===== src/rtl/sonar_ranging_ctrl_pkg.sv =====
// Shared definitions for the sonar ranging sequencer: FSM state encodings,
// default timing constants and a counter-width helper.
package sonar_ranging_ctrl_pkg;

    // FSM state encodings
    localparam logic [2:0] ST_CLEAR     = 3'd0;
    localparam logic [2:0] ST_TRIG      = 3'd1;
    localparam logic [2:0] ST_WAIT_RISE = 3'd2;
    localparam logic [2:0] ST_MEASURE   = 3'd3;
    localparam logic [2:0] ST_HOLD      = 3'd4;

    // Default timing at 100 MHz
    localparam int unsigned DEF_TRIG_CYCLES    = 1000;       // 10 us trigger
    localparam int unsigned DEF_TICK_CYCLES    = 583;        // 1 mm of range
    localparam int unsigned DEF_TIMEOUT_CYCLES = 3_800_000;  // 38 ms
    localparam int unsigned DEF_PERIOD_CYCLES  = 6_000_000;  // 60 ms
    localparam int unsigned DEF_MAX_COUNT      = 999;        // 3-digit BCD full scale

    // Bits needed to count 0..limit-1, never less than one
    function automatic int unsigned cnt_width(input int unsigned limit);
        return (limit < 2) ? 1 : $clog2(limit);
    endfunction

endpackage


===== src/rtl/sonar_ranging_ctrl_sync_2ff.sv =====
// Two-flop synchronizer for the asynchronous echo input, resets to 0.
module sync_2ff (
    input  logic clk,
    input  logic reset_n,
    input  logic d,
    output logic q
);

    logic meta;

    // Double-register the asynchronous input into the clk domain
    always_ff @(posedge clk or negedge reset_n) begin
        if (!reset_n) begin
            meta <= 1'b0;
            q    <= 1'b0;
        end else begin
            meta <= d;
            q    <= meta;
        end
    end

endmodule


===== src/rtl/sonar_ranging_ctrl.sv =====
// Sonar measurement sequencer: clears the distance counter, fires the trigger,
// times the echo and issues one count strobe per millimetre of range.
module sonar_ranging_ctrl
    import sonar_ranging_ctrl_pkg::*;
#(
    parameter int unsigned TRIG_CYCLES    = DEF_TRIG_CYCLES,
    parameter int unsigned TICK_CYCLES    = DEF_TICK_CYCLES,
    parameter int unsigned TIMEOUT_CYCLES = DEF_TIMEOUT_CYCLES,
    parameter int unsigned PERIOD_CYCLES  = DEF_PERIOD_CYCLES,
    parameter int unsigned MAX_COUNT      = DEF_MAX_COUNT
) (
    input  logic clk,
    input  logic reset_n,
    input  logic echo,
    output logic trig,
    output logic cnt_clr,
    output logic cnt_ena,
    output logic done,
    output logic timeout,
    output logic over_range
);

    localparam int unsigned TRW = cnt_width(TRIG_CYCLES);
    localparam int unsigned DW  = cnt_width(TICK_CYCLES);
    localparam int unsigned WW  = cnt_width(TIMEOUT_CYCLES);
    localparam int unsigned PW  = cnt_width(PERIOD_CYCLES);
    localparam int unsigned SW  = cnt_width(MAX_COUNT + 1);

    localparam logic [TRW-1:0] TRIG_LAST  = TRW'(TRIG_CYCLES - 1);
    localparam logic [DW-1:0]  DIV_LAST   = DW'(TICK_CYCLES - 1);
    localparam logic [WW-1:0]  WAIT_LAST  = WW'(TIMEOUT_CYCLES - 1);
    localparam logic [PW-1:0]  PER_LAST   = PW'(PERIOD_CYCLES - 1);
    localparam logic [SW-1:0]  STROBE_MAX = SW'(MAX_COUNT);
    localparam logic [SW-1:0]  STROBE_PRE = SW'(MAX_COUNT - 1);

    logic           echo_s;
    logic           echo_d;
    logic           rise;
    logic           fall;
    logic [2:0]     state;
    logic [2:0]     state_nxt;
    logic           started;
    logic           pend;
    logic [TRW-1:0] trig_cnt;
    logic [DW-1:0]  div_cnt;
    logic [WW-1:0]  wait_cnt;
    logic [PW-1:0]  per_cnt;
    logic [SW-1:0]  strobes;
    logic           per_wrap;
    logic           div_last;
    logic           wait_last;
    logic           tick_now;
    logic           meas_term;
    logic           to_evt;

    sync_2ff u_sync (
        .clk     (clk),
        .reset_n (reset_n),
        .d       (echo),
        .q       (echo_s)
    );

    assign rise      = echo_s & ~echo_d;
    assign fall      = ~echo_s & echo_d;
    assign per_wrap  = (per_cnt == PER_LAST);
    assign div_last  = (div_cnt == DIV_LAST);
    assign wait_last = (wait_cnt == WAIT_LAST);
    assign tick_now  = div_last && (strobes != STROBE_MAX);
    assign meas_term = fall || wait_last;
    assign to_evt    = ((state == ST_WAIT_RISE) && !rise && wait_last)
                    || ((state == ST_MEASURE) && !pend && !fall && wait_last);

    // Previous synchronized echo for edge detection
    always_ff @(posedge clk or negedge reset_n) begin
        if (!reset_n) echo_d <= 1'b0;
        else          echo_d <= echo_s;
    end

    // Next-state decode; the reset state is re-entered once so the first
    // cycle after release carries the clear pulse
    always_comb begin
        state_nxt = state;
        case (state)
            ST_CLEAR:     state_nxt = started ? ST_TRIG : ST_CLEAR;
            ST_TRIG:      if (trig_cnt == TRIG_LAST) state_nxt = ST_WAIT_RISE;
            ST_WAIT_RISE: begin
                if (rise)           state_nxt = ST_MEASURE;
                else if (wait_last) state_nxt = ST_HOLD;
            end
            // A terminating event that coincides with a strobe waits one
            // cycle (pend) so done never overlaps cnt_ena
            ST_MEASURE:   if (pend || (meas_term && !tick_now)) state_nxt = ST_HOLD;
            ST_HOLD:      if (per_wrap) state_nxt = ST_CLEAR;
            default:      state_nxt = ST_CLEAR;
        endcase
    end

    // State register and first-cycle marker
    always_ff @(posedge clk or negedge reset_n) begin
        if (!reset_n) begin
            state   <= ST_CLEAR;
            started <= 1'b0;
        end else begin
            state   <= state_nxt;
            started <= 1'b1;
        end
    end

    // Period counter, zero in the first clear cycle after reset
    always_ff @(posedge clk or negedge reset_n) begin
        if (!reset_n)               per_cnt <= '0;
        else if (!started || per_wrap) per_cnt <= '0;
        else                        per_cnt <= per_cnt + PW'(1);
    end

    // Phase counters: trigger length, echo wait, tick divider and strobe count
    always_ff @(posedge clk or negedge reset_n) begin
        if (!reset_n) begin
            trig_cnt <= '0;
            wait_cnt <= '0;
            div_cnt  <= '0;
            strobes  <= '0;
            pend     <= 1'b0;
        end else begin
            case (state)
                ST_CLEAR: begin
                    trig_cnt <= '0;
                    strobes  <= '0;
                    pend     <= 1'b0;
                end
                ST_TRIG: begin
                    if (trig_cnt == TRIG_LAST) wait_cnt <= '0;
                    else                       trig_cnt <= trig_cnt + TRW'(1);
                end
                ST_WAIT_RISE: begin
                    if (rise) begin
                        wait_cnt <= '0;
                        div_cnt  <= '0;
                        strobes  <= '0;
                    end else if (!wait_last) begin
                        wait_cnt <= wait_cnt + WW'(1);
                    end
                end
                ST_MEASURE: begin
                    if (pend) begin
                        pend <= 1'b0;
                    end else begin
                        div_cnt <= div_last ? '0 : div_cnt + DW'(1);
                        if (!wait_last) wait_cnt <= wait_cnt + WW'(1);
                        if (tick_now)   strobes  <= strobes + SW'(1);
                        pend <= tick_now && meas_term;
                    end
                end
                default: ;
            endcase
        end
    end

    // Registered outputs and sticky status
    always_ff @(posedge clk or negedge reset_n) begin
        if (!reset_n) begin
            trig       <= 1'b0;
            cnt_clr    <= 1'b0;
            cnt_ena    <= 1'b0;
            done       <= 1'b0;
            timeout    <= 1'b0;
            over_range <= 1'b0;
        end else begin
            trig    <= (state_nxt == ST_TRIG);
            cnt_clr <= (state_nxt == ST_CLEAR);
            cnt_ena <= (state == ST_MEASURE) && !pend && tick_now;
            done    <= (state != ST_HOLD) && (state_nxt == ST_HOLD);
            if (state_nxt == ST_CLEAR) begin
                timeout    <= 1'b0;
                over_range <= 1'b0;
            end else begin
                if (to_evt) timeout <= 1'b1;
                if ((state == ST_MEASURE) && !pend && tick_now && (strobes == STROBE_PRE))
                    over_range <= 1'b1;
            end
        end
    end

endmodule


===== config.mk =====
export PLATFORM = sky130hd
export DESIGN_NAME = sonar_ranging_ctrl
export DESIGN_NICKNAME = d
export VERILOG_FILES = /design/src/rtl/sonar_ranging_ctrl_pkg.sv /design/src/rtl/sonar_ranging_ctrl_sync_2ff.sv /design/src/rtl/sonar_ranging_ctrl.sv
export SDC_FILE = /design/constraint.sdc
export NUM_CORES = 1
export LEC_CHECK = 0
export ABC_AREA = 0
export CAP_MARGIN = 20
export CORE_MARGIN = 2
export CORE_UTILIZATION = 63
export DETAILED_ROUTE_END_ITERATION = 6
export GPL_TIMING_DRIVEN = 0
export PLACE_DENSITY = 0.85
export SLEW_MARGIN = 20
export SYNTH_ARGS = -nofsm -noshare
export SYNTH_HDL_FRONTEND = slang
export SYNTH_SLANG_ARGS = --single-unit

===== constraint.sdc =====
create_clock -name clk -period 2.7 [get_ports clk]
set_clock_uncertainty 0.15 [all_clocks]
set_input_delay 0.675 -clock clk [delete_from_list [all_inputs] [get_ports clk]]
set_output_delay 0.675 -clock clk [all_outputs]
set_load 0.03 [all_outputs]

Run 1, routing congestion:
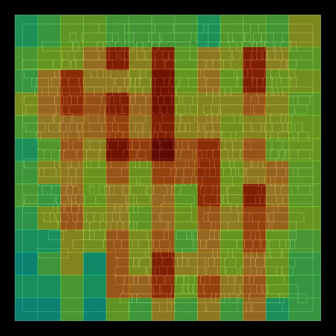
utilization after layout: 69.9%
combined global-route utilization of all metal layers: 26.8%
global route hottest layer: met2
met2 Track Usage GR: 42.3%

Run 1, sequential cells colored by netlist name:
Bar = 20 µm.
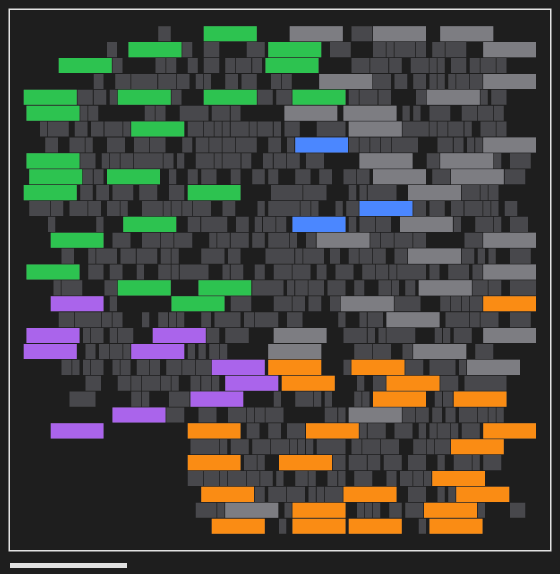
color	signal	sequential cells
purple	div_cnt	10
blue	state	3
green	wait_cnt	22
orange	per_cnt	23
sequential standard cell area: 2230 µm²
flop share of the area: 41.6%
power drawn by the sequential cells: 0.00147 W

==> flow_summary.html, run 1 <==
<h3>Flow metrics</h3>
<table>
<tr><th>Metric</th><th>Value</th></tr>
<tr><th colspan="2">Finish</th></tr>
<tr><td>Multi-input combinational gate total</td><td>404</td></tr>
<tr><td>Final cell count without fillers</td><td>654</td></tr>
<tr><td>Multi-input gate share of total cell area</td><td>48.1%</td></tr>
<tr><td>Non-clock buffer instance count of the final layout</td><td>31</td></tr>
<tr><td>Most common cell after layout, fill and taps aside</td><td>sky130_fd_sc_hd__dfrtp_1</td></tr>
<tr><td>Nets</td><td>558</td></tr>
<tr><td>Biggest registers after layout</td><td>per_cnt (23), wait_cnt (22)</td></tr>
<tr><td>Growth of design area from synthesis to finish</td><td>8.48%</td></tr>
<tr><td>Count of inverters not on the clock network in the layout</td><td>13</td></tr>
<tr><td>Flip-flop and latch count</td><td>89</td></tr>
<tr><td>Non-clock buffering overhead</td><td>3.67%</td></tr>
<tr><td>Share of layout cells above drive strength 1</td><td>8.33%</td></tr>
<tr><td>Count of antenna diodes in the layout</td><td>0</td></tr>
<tr><td>Flip-flop count of the largest register, all copies and words added</td><td>23</td></tr>
<tr><td>Comb. cell area</td><td>2570 µm²</td></tr>
<tr><td>Register bank with the most flops</td><td>per_cnt</td></tr>
<tr><td>Fraction of area in clock buffers and inverters</td><td>3.32%</td></tr>
<tr><td>Fillcell total</td><td>556</td></tr>
<tr><th colspan="2">Placement</th></tr>
<tr><td>Placed Area</td><td>5160 µm²</td></tr>
<tr><td>DP HPWL</td><td>7450 µm</td></tr>
<tr><td>Cell total after placement</td><td>639</td></tr>
<tr><td>Minimum setup slack after placement</td><td>21.3 ps</td></tr>
<tr><td>RD Place Congestion</td><td>0.919</td></tr>
<tr><th colspan="2">Global route</th></tr>
<tr><td>Global routing usage on met3</td><td>4.56%</td></tr>
<tr><td>Global-route wire length before repair</td><td>18400 µm</td></tr>
<tr><td>Vias in the first global route</td><td>3907</td></tr>
<tr><td>GR Overflow Total</td><td>0</td></tr>
<tr><td>Antenna violations before repair</td><td>0</td></tr>
<tr><td>Met1 routing resource usage after global routing</td><td>38.2%</td></tr>
<tr><th colspan="2">Power and ir drop</th></tr>
<tr><td>Share of total power in combinational logic</td><td>8.4%</td></tr>
<tr><td>Leak Pwr</td><td>2.19 nW</td></tr>
<tr><td>Pwr Total</td><td>0.00253 W</td></tr>
<tr><td>Combinational Power</td><td>0.000213 W</td></tr>
<tr><td>Register share of total power</td><td>57.9%</td></tr>
<tr><td>Clk pwr</td><td>0.000853 W</td></tr>
<tr><td>Power per standard cell area</td><td>473 nW/µm²</td></tr>
<tr><td>Heaviest power group</td><td>sequential cells</td></tr>
<tr><td>Switching power as a share of total power</td><td>26.8%</td></tr>
<tr><th colspan="2">Setup path</th></tr>
<tr><td>Worst stage delay on the critical path</td><td>440 ps</td></tr>
<tr><td>Crit path required time</td><td>2840 ps</td></tr>
<tr><td>Category of cells accounting for the largest share of critical-path delay</td><td>AND-OR/OR-AND gates</td></tr>
<tr><td>Capturing element of the worst setup path</td><td>wait_cnt[1]</td></tr>
<tr><td>Reg2reg setup slack</td><td>180 ps</td></tr>
<tr><td>Critical path cell sequence</td><td>ha_1, and2_1, a41oi_1, or2_1, buf_2, clkbuf_2, o21ai_0, a21oi_1</td></tr>
<tr><td>FF-to-FF Start</td><td>trig_cnt[0]</td></tr>
<tr><td>Startpoint kind of the worst setup timing path</td><td>register</td></tr>
<tr><td>Worst setup path startpoint</td><td>trig_cnt[0]</td></tr>
<tr><td>Crit path max-delay cell type</td><td>sky130_fd_sc_hd__dfrtp_1</td></tr>
<tr><td>Crit. End Element</td><td>register</td></tr>
<tr><td>Critical path data arrival time</td><td>2650 ps</td></tr>
<tr><td>Worst-case reg-to-reg path depth</td><td>8</td></tr>
<tr><td>Worst-path maximum fanout</td><td>10</td></tr>
<tr><td>Stages on worst setup path</td><td>8</td></tr>
<tr><th colspan="2">Logic synthesis</th></tr>
<tr><td>Instance count of the mapped netlist</td><td>528</td></tr>
<tr><td>Most used flip-flop cell</td><td>sky130_fd_sc_hd__dfrtp_1</td></tr>
<tr><td>Post-synthesis async set-or-reset flop share</td><td>100%</td></tr>
<tr><td>Simple logic cell fraction of the synthesized area</td><td>28.0%</td></tr>
<tr><td>Post-synth design cell area</td><td>4930 µm²</td></tr>
<tr><td>Post-Synth XOR/XNOR Area</td><td>4.62%</td></tr>
<tr><td>Cell total in the yosys stat output</td><td>528</td></tr>
<tr><td>Post-synth tally of flip-flops with integrated enable</td><td>0</td></tr>
<tr><td>Nets at Floorplan</td><td>538</td></tr>
<tr><td>Mean instance size in the synthesized netlist</td><td>9.34 µm²</td></tr>
<tr><td>Count of state elements after synthesis</td><td>89</td></tr>
<tr><td>Leading post-synthesis cells by instance count</td><td>sky130_fd_sc_hd__dfrtp_1, sky130_fd_sc_hd__nor2_1, sky130_fd_sc_hd__nand2_1, sky130_fd_sc_hd__o21ai_0, sky130_fd_sc_hd__nand3_1</td></tr>
<tr><td>Distinct cell type count after synthesis</td><td>68</td></tr>
<tr><td>Yosys-reported design area after synthesis</td><td>4930 µm²</td></tr>
<tr><td>Leading cell types by total area after synthesis</td><td>sky130_fd_sc_hd__dfrtp_1, sky130_fd_sc_hd__nor2_1, sky130_fd_sc_hd__nand2_1</td></tr>
<tr><td>Cell accounting for the most synthesized area</td><td>sky130_fd_sc_hd__dfrtp_1</td></tr>
<tr><td>Seq share, synth</td><td>45.2%</td></tr>
<tr><td>Adder-Cell Fraction of Synth Area</td><td>1.78%</td></tr>
<tr><td>Count leader, synth</td><td>sky130_fd_sc_hd__dfrtp_1</td></tr>
<tr><th colspan="2">Floorplanning</th></tr>
<tr><td>Row count</td><td>32</td></tr>
<tr><td>FP Util</td><td>64.5%</td></tr>
<tr><td>Vert. Die Dim</td><td>92.5 µm</td></tr>
<tr><td>Number of tap cells added at floorplan</td><td>102</td></tr>
<tr><td>Total die size</td><td>8550 µm²</td></tr>
<tr><td>Horizontal die size</td><td>92.5 µm</td></tr>
<tr><th colspan="2">Clocking</th></tr>
<tr><td>Depth of the CTS H-tree</td><td>3</td></tr>
<tr><td>Clock slew seen by the registers of the worst setup and hold paths</td><td>90 ps</td></tr>
<tr><td>Post-CTS setup-driven buffer insertion count</td><td>0</td></tr>
<tr><td>Quantity of hold-fixing buffers added after cts</td><td>0</td></tr>
<tr><td>TritonCTS clock tree</td><td>done</td></tr>
<tr><td>Clk ins delay skew pair</td><td>370 ps</td></tr>
<tr><td>Largest buffer count on any clock path</td><td>2</td></tr>
<tr><td>Number of clock sinks</td><td>89</td></tr>
<tr><td>CTS Buf Count</td><td>9</td></tr>
<tr><td>Root buf cell</td><td>sky130_fd_sc_hd__clkbuf_8</td></tr>
<tr><th colspan="2">Route</th></tr>
<tr><td>Met1 wire length</td><td>5020 µm</td></tr>
<tr><td>Count of nets left with antenna violations after detail routing</td><td>0</td></tr>
<tr><td>Met2 Wirelength</td><td>5220 µm</td></tr>
<tr><td>Total number of vias</td><td>4195</td></tr>
<tr><td>DRC Markers</td><td>0</td></tr>
<tr><td>Met3 WL post-DR</td><td>555 µm</td></tr>
<tr><td>Total Routed Length</td><td>10900 µm</td></tr>
<tr><td>Number of detailed-routing iterations run before antenna repair</td><td>5</td></tr>
<tr><td>Top Layer Used</td><td>met4</td></tr>
<tr><td>Post-DR vias/cell</td><td>6.41</td></tr>
<tr><td>Wire per inst</td><td>16.7 µm</td></tr>
<tr><th colspan="2">Final timing</th></tr>
<tr><td>Ratio of final minimum period to clock period</td><td>93.2%</td></tr>
<tr><td>Time the worst path needs with I/O delays and setup</td><td>2520 ps</td></tr>
<tr><td>Final setup margin</td><td>183 ps</td></tr>
<tr><td>Fin Setup TNS</td><td>0 ps</td></tr>
<tr><td>Max Clock Freq</td><td>397 MHz</td></tr>
<tr><td>Final Slew Violations</td><td>0</td></tr>
<tr><td>Final-layout worst hold slack</td><td>172 ps</td></tr>
<tr><th colspan="2">Status</th></tr>
<tr><td>Status</td><td>complete, no violations</td></tr>
<tr><th colspan="2">Run</th></tr>
<tr><td>Number of warnings the tools reported</td><td>28</td></tr>
<tr><th colspan="2">Worst hold path</th></tr>
<tr><td>Class of the worst hold path</td><td>in -&gt; async</td></tr>
</table>
Run 1, I/O nets highlighted:
Bar = 20 µm.
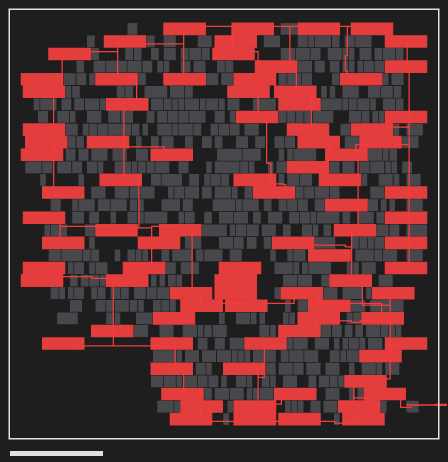
color	port	bits	direction	end cells	buffers	wire
red	reset_n	1	input	89	2	644 µm
Port Buf Inserts: 8
total I/O pin count: 9

Run 1, a small window of the routed layout:
Bar = 10 µm. Region (11, 11) to (36, 36) µm. Cells in gray, sequential cells in the stronger gray; small squares are vias.
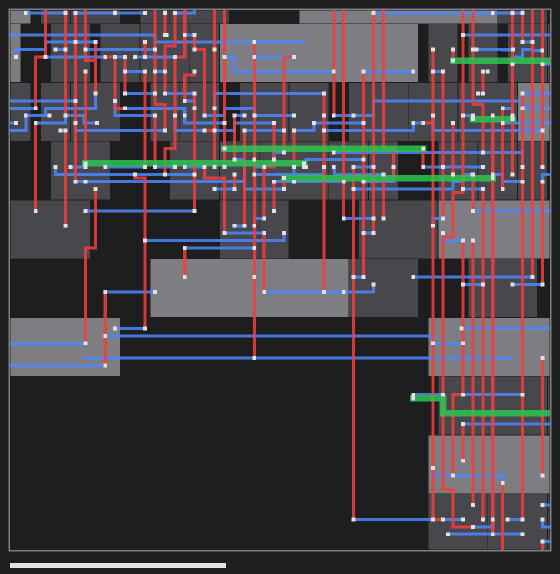

==> inputs of run 2 (changes only) <==
--- a/config.mk
+++ b/config.mk
@@ -7,10 +7,12 @@
 export LEC_CHECK = 0
 export ABC_AREA = 0
 export CAP_MARGIN = 20
+export CORE_ASPECT_RATIO = 0.7
 export CORE_MARGIN = 2
 export CORE_UTILIZATION = 63
 export DETAILED_ROUTE_END_ITERATION = 6
 export GPL_TIMING_DRIVEN = 0
+export MAX_ROUTING_LAYER = met4
 export PLACE_DENSITY = 0.85
 export SLEW_MARGIN = 20
 export SYNTH_ARGS = -nofsm -noshare
Run 2, a small window of the routed layout:
Bar = 10 µm. Region (15, 7) to (40, 32) µm. Cells in gray, sequential cells in the stronger gray; small squares are vias.
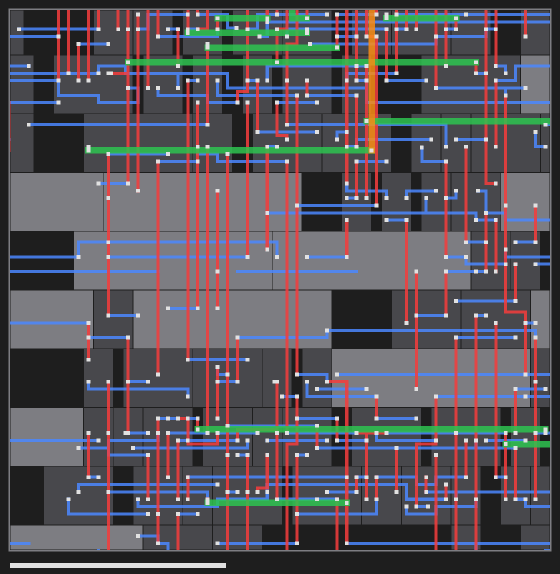
color	layer
green	metal 3
red	metal 2
blue	metal 1
orange	metal 4
netlist names of flops here include	trig_cnt (3), per_cnt (2)
most frequent	nor2_1 (13), xnor2_1 (9), dfrtp_1 (5)
cells with their middle in the window	60
sequential cells in the window	5

Run 2, sequential cells colored by netlist name:
Bar = 20 µm.
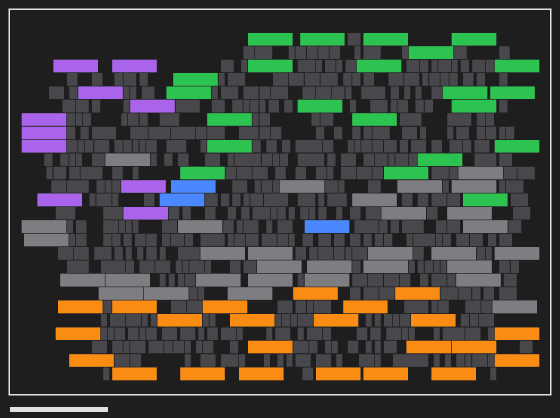
color	signal	sequential cells
green	wait_cnt	22
purple	div_cnt	10
orange	per_cnt	23
blue	state	3
not colored	31
power drawn by the sequential cells: 0.00146 W
flop share of the area: 41.8%
utilization after layout: 71.5%

==> run 2 against run 1 <==
Net effect: combinational power decreased by 4%; fmax decreased by 1.4%; die area increased by 0.13%; register-to-register slack got worse by 40 ps; sequential share of layout area increased by 0.16 points; critical path type unchanged; largest cell class unchanged; largest power group unchanged; highest routed layer unchanged.
==> flow_summary.html, run 2 <==
<h3>Flow metrics</h3>
<table>
<tr><th>Metric</th><th>Value</th></tr>
<tr><th colspan="2">Setup path</th></tr>
<tr><td>Worst-path maximum fanout</td><td>10</td></tr>
<tr><td>Capturing element of the worst setup path</td><td>wait_cnt[9]</td></tr>
<tr><td>Stages on worst setup path</td><td>8</td></tr>
<tr><td>FF-to-FF Start</td><td>wait_cnt[0]</td></tr>
<tr><td>Critical path cell sequence</td><td>ha_1, nand2_1, nor4_2, and2_1, buf_2, buf_2, nor3_1, a22o_1</td></tr>
<tr><td>Worst stage delay on the critical path</td><td>430 ps</td></tr>
<tr><td>Category of cells accounting for the largest share of critical-path delay</td><td>simple AND/OR/NAND/NOR gates</td></tr>
<tr><td>Startpoint kind of the worst setup timing path</td><td>register</td></tr>
<tr><td>Reg2reg setup slack</td><td>150 ps</td></tr>
<tr><td>Crit path required time</td><td>2800 ps</td></tr>
<tr><td>Worst-case reg-to-reg path depth</td><td>8</td></tr>
<tr><td>Crit path max-delay cell type</td><td>sky130_fd_sc_hd__nor4_2</td></tr>
<tr><td>Worst setup path startpoint</td><td>wait_cnt[0]</td></tr>
<tr><th colspan="2">Route</th></tr>
<tr><td>Number of detailed-routing iterations run before antenna repair</td><td>5</td></tr>
<tr><td>Met1 wire length</td><td>5210 µm</td></tr>
<tr><td>DRC Markers</td><td>0</td></tr>
<tr><td>Total number of vias</td><td>4301</td></tr>
<tr><td>Top Layer Used</td><td>met4</td></tr>
<tr><td>Met2 Wirelength</td><td>5180 µm</td></tr>
<tr><td>Total Routed Length</td><td>11500 µm</td></tr>
<tr><td>Wire per inst</td><td>17.7 µm</td></tr>
<tr><td>Post-DR vias/cell</td><td>6.61</td></tr>
<tr><td>Met3 WL post-DR</td><td>941 µm</td></tr>
<tr><th colspan="2">Worst hold path</th></tr>
<tr><td>Class of the worst hold path</td><td>in -&gt; async</td></tr>
<tr><th colspan="2">Final timing</th></tr>
<tr><td>Final-layout worst hold slack</td><td>164 ps</td></tr>
<tr><td>Final setup margin</td><td>146 ps</td></tr>
<tr><td>Max Clock Freq</td><td>392 MHz</td></tr>
<tr><td>Time the worst path needs with I/O delays and setup</td><td>2550 ps</td></tr>
<tr><td>Ratio of final minimum period to clock period</td><td>94.6%</td></tr>
<tr><td>Slew at the pin with the worst max-slew slack</td><td>808 ps</td></tr>
<tr><td>Fin Setup TNS</td><td>0 ps</td></tr>
<tr><td>Final Slew Violations</td><td>0</td></tr>
<tr><th colspan="2">Finish</th></tr>
<tr><td>Flip-flop count of the largest register, all copies and words added</td><td>23</td></tr>
<tr><td>Share of layout cells above drive strength 1</td><td>7.97%</td></tr>
<tr><td>Sequential standard cell area</td><td>2230 µm²</td></tr>
<tr><td>Fillcell total</td><td>543</td></tr>
<tr><td>Total of clock buffers placed in the layout</td><td>11</td></tr>
<tr><td>Fraction of area in clock buffers and inverters</td><td>3.03%</td></tr>
<tr><td>Count of antenna diodes in the layout</td><td>1</td></tr>
<tr><td>Comb. cell area</td><td>2570 µm²</td></tr>
<tr><td>Non-clock buffering overhead</td><td>3.66%</td></tr>
<tr><td>Biggest registers after layout</td><td>per_cnt (23), wait_cnt (22)</td></tr>
<tr><td>Count of inverters not on the clock network in the layout</td><td>13</td></tr>
<tr><td>Non-clock buffer instance count of the final layout</td><td>31</td></tr>
<tr><td>Nets</td><td>558</td></tr>
<tr><td>Flip-flop and latch count</td><td>89</td></tr>
<tr><td>Multi-input combinational gate total</td><td>404</td></tr>
<tr><td>Final cell count without fillers</td><td>651</td></tr>
<tr><td>Register bank with the most flops</td><td>per_cnt</td></tr>
<tr><td>Most common cell after layout, fill and taps aside</td><td>sky130_fd_sc_hd__dfrtp_1</td></tr>
<tr><td>Multi-input gate share of total cell area</td><td>48.3%</td></tr>
<tr><td>Growth of design area from synthesis to finish</td><td>8.07%</td></tr>
<tr><th colspan="2">Clocking</th></tr>
<tr><td>CTS Buf Count</td><td>9</td></tr>
<tr><td>Clock slew seen by the registers of the worst setup and hold paths</td><td>90 ps</td></tr>
<tr><td>Largest buffer count on any clock path</td><td>2</td></tr>
<tr><td>Quantity of hold-fixing buffers added after cts</td><td>0</td></tr>
<tr><td>Post-CTS setup-driven buffer insertion count</td><td>0</td></tr>
<tr><td>Root buf cell</td><td>sky130_fd_sc_hd__clkbuf_8</td></tr>
<tr><td>Clk ins delay skew pair</td><td>370 ps</td></tr>
<tr><td>TritonCTS clock tree</td><td>done</td></tr>
<tr><td>Depth of the CTS H-tree</td><td>3</td></tr>
<tr><th colspan="2">Logic synthesis</th></tr>
<tr><td>Mean instance size in the synthesized netlist</td><td>9.34 µm²</td></tr>
<tr><td>Instance count of the mapped netlist</td><td>528</td></tr>
<tr><td>Count leader, synth</td><td>sky130_fd_sc_hd__dfrtp_1</td></tr>
<tr><td>Count of state elements after synthesis</td><td>89</td></tr>
<tr><td>Post-synth design cell area</td><td>4930 µm²</td></tr>
<tr><td>Distinct cell type count after synthesis</td><td>68</td></tr>
<tr><td>Cell total in the yosys stat output</td><td>528</td></tr>
<tr><td>Cell accounting for the most synthesized area</td><td>sky130_fd_sc_hd__dfrtp_1</td></tr>
<tr><td>Yosys-reported design area after synthesis</td><td>4930 µm²</td></tr>
<tr><td>Post-Synth XOR/XNOR Area</td><td>4.62%</td></tr>
<tr><td>Adder-Cell Fraction of Synth Area</td><td>1.78%</td></tr>
<tr><td>Leading post-synthesis cells by instance count</td><td>sky130_fd_sc_hd__dfrtp_1, sky130_fd_sc_hd__nor2_1, sky130_fd_sc_hd__nand2_1, sky130_fd_sc_hd__o21ai_0, sky130_fd_sc_hd__nand3_1</td></tr>
<tr><td>Post-synthesis async set-or-reset flop share</td><td>100%</td></tr>
<tr><td>Nets at Floorplan</td><td>538</td></tr>
<tr><td>Post-synth tally of flip-flops with integrated enable</td><td>0</td></tr>
<tr><td>Leading cell types by total area after synthesis</td><td>sky130_fd_sc_hd__dfrtp_1, sky130_fd_sc_hd__nor2_1, sky130_fd_sc_hd__nand2_1</td></tr>
<tr><td>Seq share, synth</td><td>45.2%</td></tr>
<tr><td>Most used flip-flop cell</td><td>sky130_fd_sc_hd__dfrtp_1</td></tr>
<tr><th colspan="2">Status</th></tr>
<tr><td>Status</td><td>complete, no violations</td></tr>
<tr><th colspan="2">Global route</th></tr>
<tr><td>Antenna violations before repair</td><td>1</td></tr>
<tr><td>Global routing usage on met3</td><td>6.31%</td></tr>
<tr><td>Met1 routing resource usage after global routing</td><td>43.8%</td></tr>
<tr><td>Combined global-route utilization of all metal layers</td><td>29.9%</td></tr>
<tr><td>Met2 Track Usage GR</td><td>42.2%</td></tr>
<tr><td>GR Overflow Total</td><td>0</td></tr>
<tr><td>Global-route wire length before repair</td><td>19400 µm</td></tr>
<tr><td>Vias in the first global route</td><td>3977</td></tr>
<tr><td>Global route hottest layer</td><td>met1</td></tr>
<tr><th colspan="2">Placement</th></tr>
<tr><td>Minimum setup slack after placement</td><td>0.834 ps</td></tr>
<tr><td>Placed Area</td><td>5150 µm²</td></tr>
<tr><td>DP HPWL</td><td>8200 µm</td></tr>
<tr><td>RD Place Congestion</td><td>0.966</td></tr>
<tr><td>Cell total after placement</td><td>635</td></tr>
<tr><td>Port Buf Inserts</td><td>8</td></tr>
<tr><th colspan="2">Power and ir drop</th></tr>
<tr><td>Heaviest power group</td><td>sequential cells</td></tr>
<tr><td>Leak Pwr</td><td>2.19 nW</td></tr>
<tr><td>Register share of total power</td><td>59.2%</td></tr>
<tr><td>Clk pwr</td><td>0.000803 W</td></tr>
<tr><td>Pwr Total</td><td>0.00247 W</td></tr>
<tr><td>Share of total power in combinational logic</td><td>8.3%</td></tr>
<tr><td>Power per standard cell area</td><td>463 nW/µm²</td></tr>
<tr><td>Combinational Power</td><td>0.000204 W</td></tr>
<tr><th colspan="2">Floorplanning</th></tr>
<tr><td>Row count</td><td>26</td></tr>
<tr><td>Vert. Die Dim</td><td>78.0 µm</td></tr>
<tr><td>Total I/O pin count</td><td>9</td></tr>
<tr><td>FP Util</td><td>66.2%</td></tr>
<tr><td>Horizontal die size</td><td>110 µm</td></tr>
<tr><td>Number of tap cells added at floorplan</td><td>98</td></tr>
<tr><th colspan="2">Run</th></tr>
<tr><td>Number of warnings the tools reported</td><td>28</td></tr>
</table>
Run 2, gate-type map:
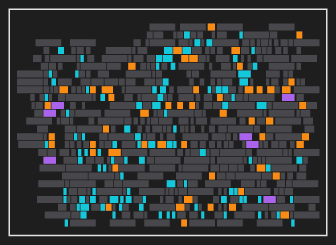

==> inputs of run 3 (changes only) <==
--- a/config.mk
+++ b/config.mk
@@ -9,11 +9,12 @@
 export CAP_MARGIN = 20
 export CORE_ASPECT_RATIO = 0.7
 export CORE_MARGIN = 2
-export CORE_UTILIZATION = 63
+export CORE_UTILIZATION = 65
+export CTS_BUF_LIST = sky130_fd_sc_hd__clkbuf_4
 export DETAILED_ROUTE_END_ITERATION = 6
 export GPL_TIMING_DRIVEN = 0
 export MAX_ROUTING_LAYER = met4
-export PLACE_DENSITY = 0.85
+export PLACE_DENSITY = 0.88
 export SLEW_MARGIN = 20
 export SYNTH_ARGS = -nofsm -noshare
 export SYNTH_HDL_FRONTEND = slang
Run 3, gate-type map:
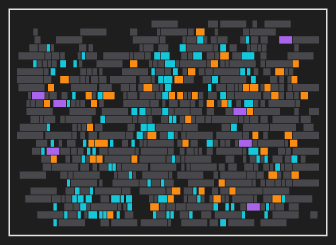
color	family	cells
cyan	nor cells	98
purple	fa/ha/maj cells	7
orange	and/or cells	52
most common cell after layout, fill and taps aside: sky130_fd_sc_hd__dfrtp_1
multi-input gate share of total cell area: 48.9%
final cell count without fillers: 650

Run 3, I/O nets highlighted:
Bar = 20 µm.
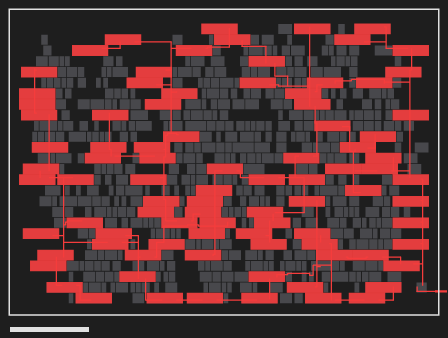
color	port	bits	direction	end cells	buffers	wire
red	reset_n	1	input	89	2	658 µm

==> run 3 against run 2 <==
Net effect: hold slack worse by 69 ps; core utilization is 0.28 points higher; first-iteration DRC count is 6.5% lower; die area down 2.9%; global-route usage decreased by 0.40 points.
==> flow_summary.html, run 3 <==
<h3>Flow metrics</h3>
<table>
<tr><th>Metric</th><th>Value</th></tr>
<tr><th colspan="2">Route</th></tr>
<tr><td>Met3 WL post-DR</td><td>945 µm</td></tr>
<tr><td>Number of detailed-routing iterations run before antenna repair</td><td>5</td></tr>
<tr><td>Met1 wire length</td><td>5280 µm</td></tr>
<tr><td>Iteration-0 DRC count of the detailed router</td><td>462</td></tr>
<tr><td>Post-DR vias/cell</td><td>6.52</td></tr>
<tr><td>Met2 Wirelength</td><td>5020 µm</td></tr>
<tr><td>Count of nets left with antenna violations after detail routing</td><td>0</td></tr>
<tr><td>Top Layer Used</td><td>met4</td></tr>
<tr><td>Total number of vias</td><td>4235</td></tr>
<tr><td>Total Routed Length</td><td>11400 µm</td></tr>
<tr><td>Wire per inst</td><td>17.5 µm</td></tr>
<tr><td>DRC Markers</td><td>0</td></tr>
<tr><th colspan="2">Logic synthesis</th></tr>
<tr><td>Cell accounting for the most synthesized area</td><td>sky130_fd_sc_hd__dfrtp_1</td></tr>
<tr><td>Post-synth design cell area</td><td>4930 µm²</td></tr>
<tr><td>Post-synth tally of flip-flops with integrated enable</td><td>0</td></tr>
<tr><td>Mux frac, synth</td><td>2.72%</td></tr>
<tr><td>Simple logic cell fraction of the synthesized area</td><td>28.0%</td></tr>
<tr><td>Leading cell types by total area after synthesis</td><td>sky130_fd_sc_hd__dfrtp_1, sky130_fd_sc_hd__nor2_1, sky130_fd_sc_hd__nand2_1</td></tr>
<tr><td>Yosys-reported design area after synthesis</td><td>4930 µm²</td></tr>
<tr><td>Distinct cell type count after synthesis</td><td>68</td></tr>
<tr><td>Adder-Cell Fraction of Synth Area</td><td>1.78%</td></tr>
<tr><td>Mean instance size in the synthesized netlist</td><td>9.34 µm²</td></tr>
<tr><td>Cell total in the yosys stat output</td><td>528</td></tr>
<tr><td>Nets at Floorplan</td><td>538</td></tr>
<tr><td>Count of state elements after synthesis</td><td>89</td></tr>
<tr><td>Count leader, synth</td><td>sky130_fd_sc_hd__dfrtp_1</td></tr>
<tr><td>Most used flip-flop cell</td><td>sky130_fd_sc_hd__dfrtp_1</td></tr>
<tr><td>Post-Synth XOR/XNOR Area</td><td>4.62%</td></tr>
<tr><td>Seq share, synth</td><td>45.2%</td></tr>
<tr><td>Post-synthesis async set-or-reset flop share</td><td>100%</td></tr>
<tr><td>Instance count of the mapped netlist</td><td>528</td></tr>
<tr><td>Leading post-synthesis cells by instance count</td><td>sky130_fd_sc_hd__dfrtp_1, sky130_fd_sc_hd__nor2_1, sky130_fd_sc_hd__nand2_1, sky130_fd_sc_hd__o21ai_0, sky130_fd_sc_hd__nand3_1</td></tr>
<tr><td>Complex-gate fraction of the synthesized area</td><td>14.7%</td></tr>
<tr><th colspan="2">Power and ir drop</th></tr>
<tr><td>Combinational Power</td><td>0.000203 W</td></tr>
<tr><td>VDD IR max</td><td>0.000450 V</td></tr>
<tr><td>Proportion of power drawn by the clock network</td><td>26.8%</td></tr>
<tr><td>Switching power as a share of total power</td><td>26.6%</td></tr>
<tr><td>Internal power summed over all cells</td><td>0.00167 W</td></tr>
<tr><td>Register share of total power</td><td>64.2%</td></tr>
<tr><td>Pwr Total</td><td>0.00227 W</td></tr>
<tr><td>Power per standard cell area</td><td>432 nW/µm²</td></tr>
<tr><td>Power drawn by the sequential cells</td><td>0.00146 W</td></tr>
<tr><td>Leak Pwr</td><td>2.16 nW</td></tr>
<tr><td>Sw Pwr</td><td>0.000604 W</td></tr>
<tr><td>Clk pwr</td><td>0.000609 W</td></tr>
<tr><td>Heaviest power group</td><td>sequential cells</td></tr>
<tr><td>Share of total power in combinational logic</td><td>8.9%</td></tr>
<tr><th colspan="2">Final timing</th></tr>
<tr><td>Fin Setup TNS</td><td>0 ps</td></tr>
<tr><td>Final setup margin</td><td>203 ps</td></tr>
<tr><td>Time the worst path needs with I/O delays and setup</td><td>2500 ps</td></tr>
<tr><td>Slew at the pin with the worst max-slew slack</td><td>828 ps</td></tr>
<tr><td>Ratio of final minimum period to clock period</td><td>92.5%</td></tr>
<tr><td>Final-report setup violation count</td><td>0</td></tr>
<tr><td>Final Slew Violations</td><td>0</td></tr>
<tr><td>Hold violation count in the final report</td><td>0</td></tr>
<tr><td>Max Clock Freq</td><td>400 MHz</td></tr>
<tr><td>Final-layout worst hold slack</td><td>95.0 ps</td></tr>
<tr><th colspan="2">Placement</th></tr>
<tr><td>RD Place Congestion</td><td>0.926</td></tr>
<tr><td>Cell total after placement</td><td>635</td></tr>
<tr><td>Placed Area</td><td>5150 µm²</td></tr>
<tr><td>Minimum setup slack after placement</td><td>42.6 ps</td></tr>
<tr><td>DP HPWL</td><td>8090 µm</td></tr>
<tr><td>Port Buf Inserts</td><td>8</td></tr>
<tr><th colspan="2">Setup path</th></tr>
<tr><td>Crit. End Element</td><td>register</td></tr>
<tr><td>Critical path cell sequence</td><td>ha_1, and4_1, nor2b_1, nand4_1, nand2_1, clkbuf_1, nor2_1</td></tr>
<tr><td>Worst setup path startpoint</td><td>per_cnt[0]</td></tr>
<tr><td>Reg2reg setup slack</td><td>200 ps</td></tr>
<tr><td>Critical path data arrival time</td><td>2660 ps</td></tr>
<tr><td>Worst-path maximum fanout</td><td>10</td></tr>
<tr><td>Stages on worst setup path</td><td>7</td></tr>
<tr><td>Category of cells accounting for the largest share of critical-path delay</td><td>simple AND/OR/NAND/NOR gates</td></tr>
<tr><td>Startpoint kind of the worst setup timing path</td><td>register</td></tr>
<tr><td>Worst stage delay on the critical path</td><td>430 ps</td></tr>
<tr><td>Crit path required time</td><td>2860 ps</td></tr>
<tr><td>Capturing element of the worst setup path</td><td>per_cnt[16]</td></tr>
<tr><td>FF-to-FF Start</td><td>per_cnt[0]</td></tr>
<tr><td>Crit path max-delay cell type</td><td>sky130_fd_sc_hd__clkbuf_1</td></tr>
<tr><td>Worst-case reg-to-reg path depth</td><td>7</td></tr>
<tr><th colspan="2">Finish</th></tr>
<tr><td>Share of layout cells above drive strength 1</td><td>7.44%</td></tr>
<tr><td>Nets</td><td>557</td></tr>
<tr><td>Biggest registers after layout</td><td>per_cnt (23), wait_cnt (22)</td></tr>
<tr><td>Sequential standard cell area</td><td>2230 µm²</td></tr>
<tr><td>Fillcell total</td><td>509</td></tr>
<tr><td>Flop share of the area</td><td>42.4%</td></tr>
<tr><td>Total of clock buffers placed in the layout</td><td>9</td></tr>
<tr><td>Flip-flop and latch count</td><td>89</td></tr>
<tr><td>Count of antenna diodes in the layout</td><td>1</td></tr>
<tr><td>Non-clock buffer instance count of the final layout</td><td>30</td></tr>
<tr><td>Fraction of area in clock buffers and inverters</td><td>1.79%</td></tr>
<tr><td>Growth of design area from synthesis to finish</td><td>6.60%</td></tr>
<tr><td>Flip-flop count of the largest register, all copies and words added</td><td>23</td></tr>
<tr><td>Most frequent cells in the layout</td><td>sky130_fd_sc_hd__dfrtp_1, sky130_fd_sc_hd__nor2_1, sky130_fd_sc_hd__nand2_1</td></tr>
<tr><td>Non-clock buffering overhead</td><td>3.62%</td></tr>
<tr><td>Multi-input combinational gate total</td><td>404</td></tr>
<tr><td>Area-dominant cell class after layout</td><td>combinational gates</td></tr>
<tr><td>Comb. cell area</td><td>2570 µm²</td></tr>
<tr><td>Register bank with the most flops</td><td>per_cnt</td></tr>
<tr><td>Utilization after layout</td><td>71.8%</td></tr>
<tr><td>Count of inverters not on the clock network in the layout</td><td>13</td></tr>
<tr><th colspan="2">Global route</th></tr>
<tr><td>Met1 routing resource usage after global routing</td><td>43.3%</td></tr>
<tr><td>Combined global-route utilization of all metal layers</td><td>29.5%</td></tr>
<tr><td>Met2 Track Usage GR</td><td>41.3%</td></tr>
<tr><td>Global-route wire length before repair</td><td>18800 µm</td></tr>
<tr><td>Global routing usage on met3</td><td>7.23%</td></tr>
<tr><td>GR Overflow Total</td><td>0</td></tr>
<tr><td>Antenna violations before repair</td><td>1</td></tr>
<tr><td>Vias in the first global route</td><td>3782</td></tr>
<tr><td>Global route hottest layer</td><td>met1</td></tr>
<tr><th colspan="2">Status</th></tr>
<tr><td>Status</td><td>complete, no violations</td></tr>
<tr><th colspan="2">Floorplanning</th></tr>
<tr><td>Total die size</td><td>8310 µm²</td></tr>
<tr><td>Total I/O pin count</td><td>9</td></tr>
<tr><td>Vert. Die Dim</td><td>76.9 µm</td></tr>
<tr><td>Number of tap cells added at floorplan</td><td>98</td></tr>
<tr><td>FP Util</td><td>67.4%</td></tr>
<tr><td>Horizontal die size</td><td>108 µm</td></tr>
<tr><td>Core area</td><td>7320 µm²</td></tr>
<tr><td>Row count</td><td>26</td></tr>
<tr><th colspan="2">Clocking</th></tr>
<tr><td>Quantity of hold-fixing buffers added after cts</td><td>0</td></tr>
<tr><td>Post-CTS Resized</td><td>0</td></tr>
<tr><td>Clk ins delay skew pair</td><td>450 ps</td></tr>
<tr><td>Clock slew seen by the registers of the worst setup and hold paths</td><td>140 ps</td></tr>
<tr><td>Post-CTS setup-driven buffer insertion count</td><td>0</td></tr>
<tr><td>Number of clock sinks</td><td>89</td></tr>
<tr><td>CTS Buf Count</td><td>9</td></tr>
<tr><td>Depth of the CTS H-tree</td><td>3</td></tr>
<tr><td>Root buf cell</td><td>sky130_fd_sc_hd__clkbuf_4</td></tr>
<tr><td>Largest buffer count on any clock path</td><td>2</td></tr>
<tr><td>TritonCTS clock tree</td><td>done</td></tr>
<tr><th colspan="2">Worst hold path</th></tr>
<tr><td>Class of the worst hold path</td><td>in -&gt; async</td></tr>
<tr><th colspan="2">Run</th></tr>
<tr><td>Number of warnings the tools reported</td><td>28</td></tr>
<tr><td>Maximum Capacitance Violations</td><td>0</td></tr>
</table>
Power is estimated from default activity; no workload was simulated.
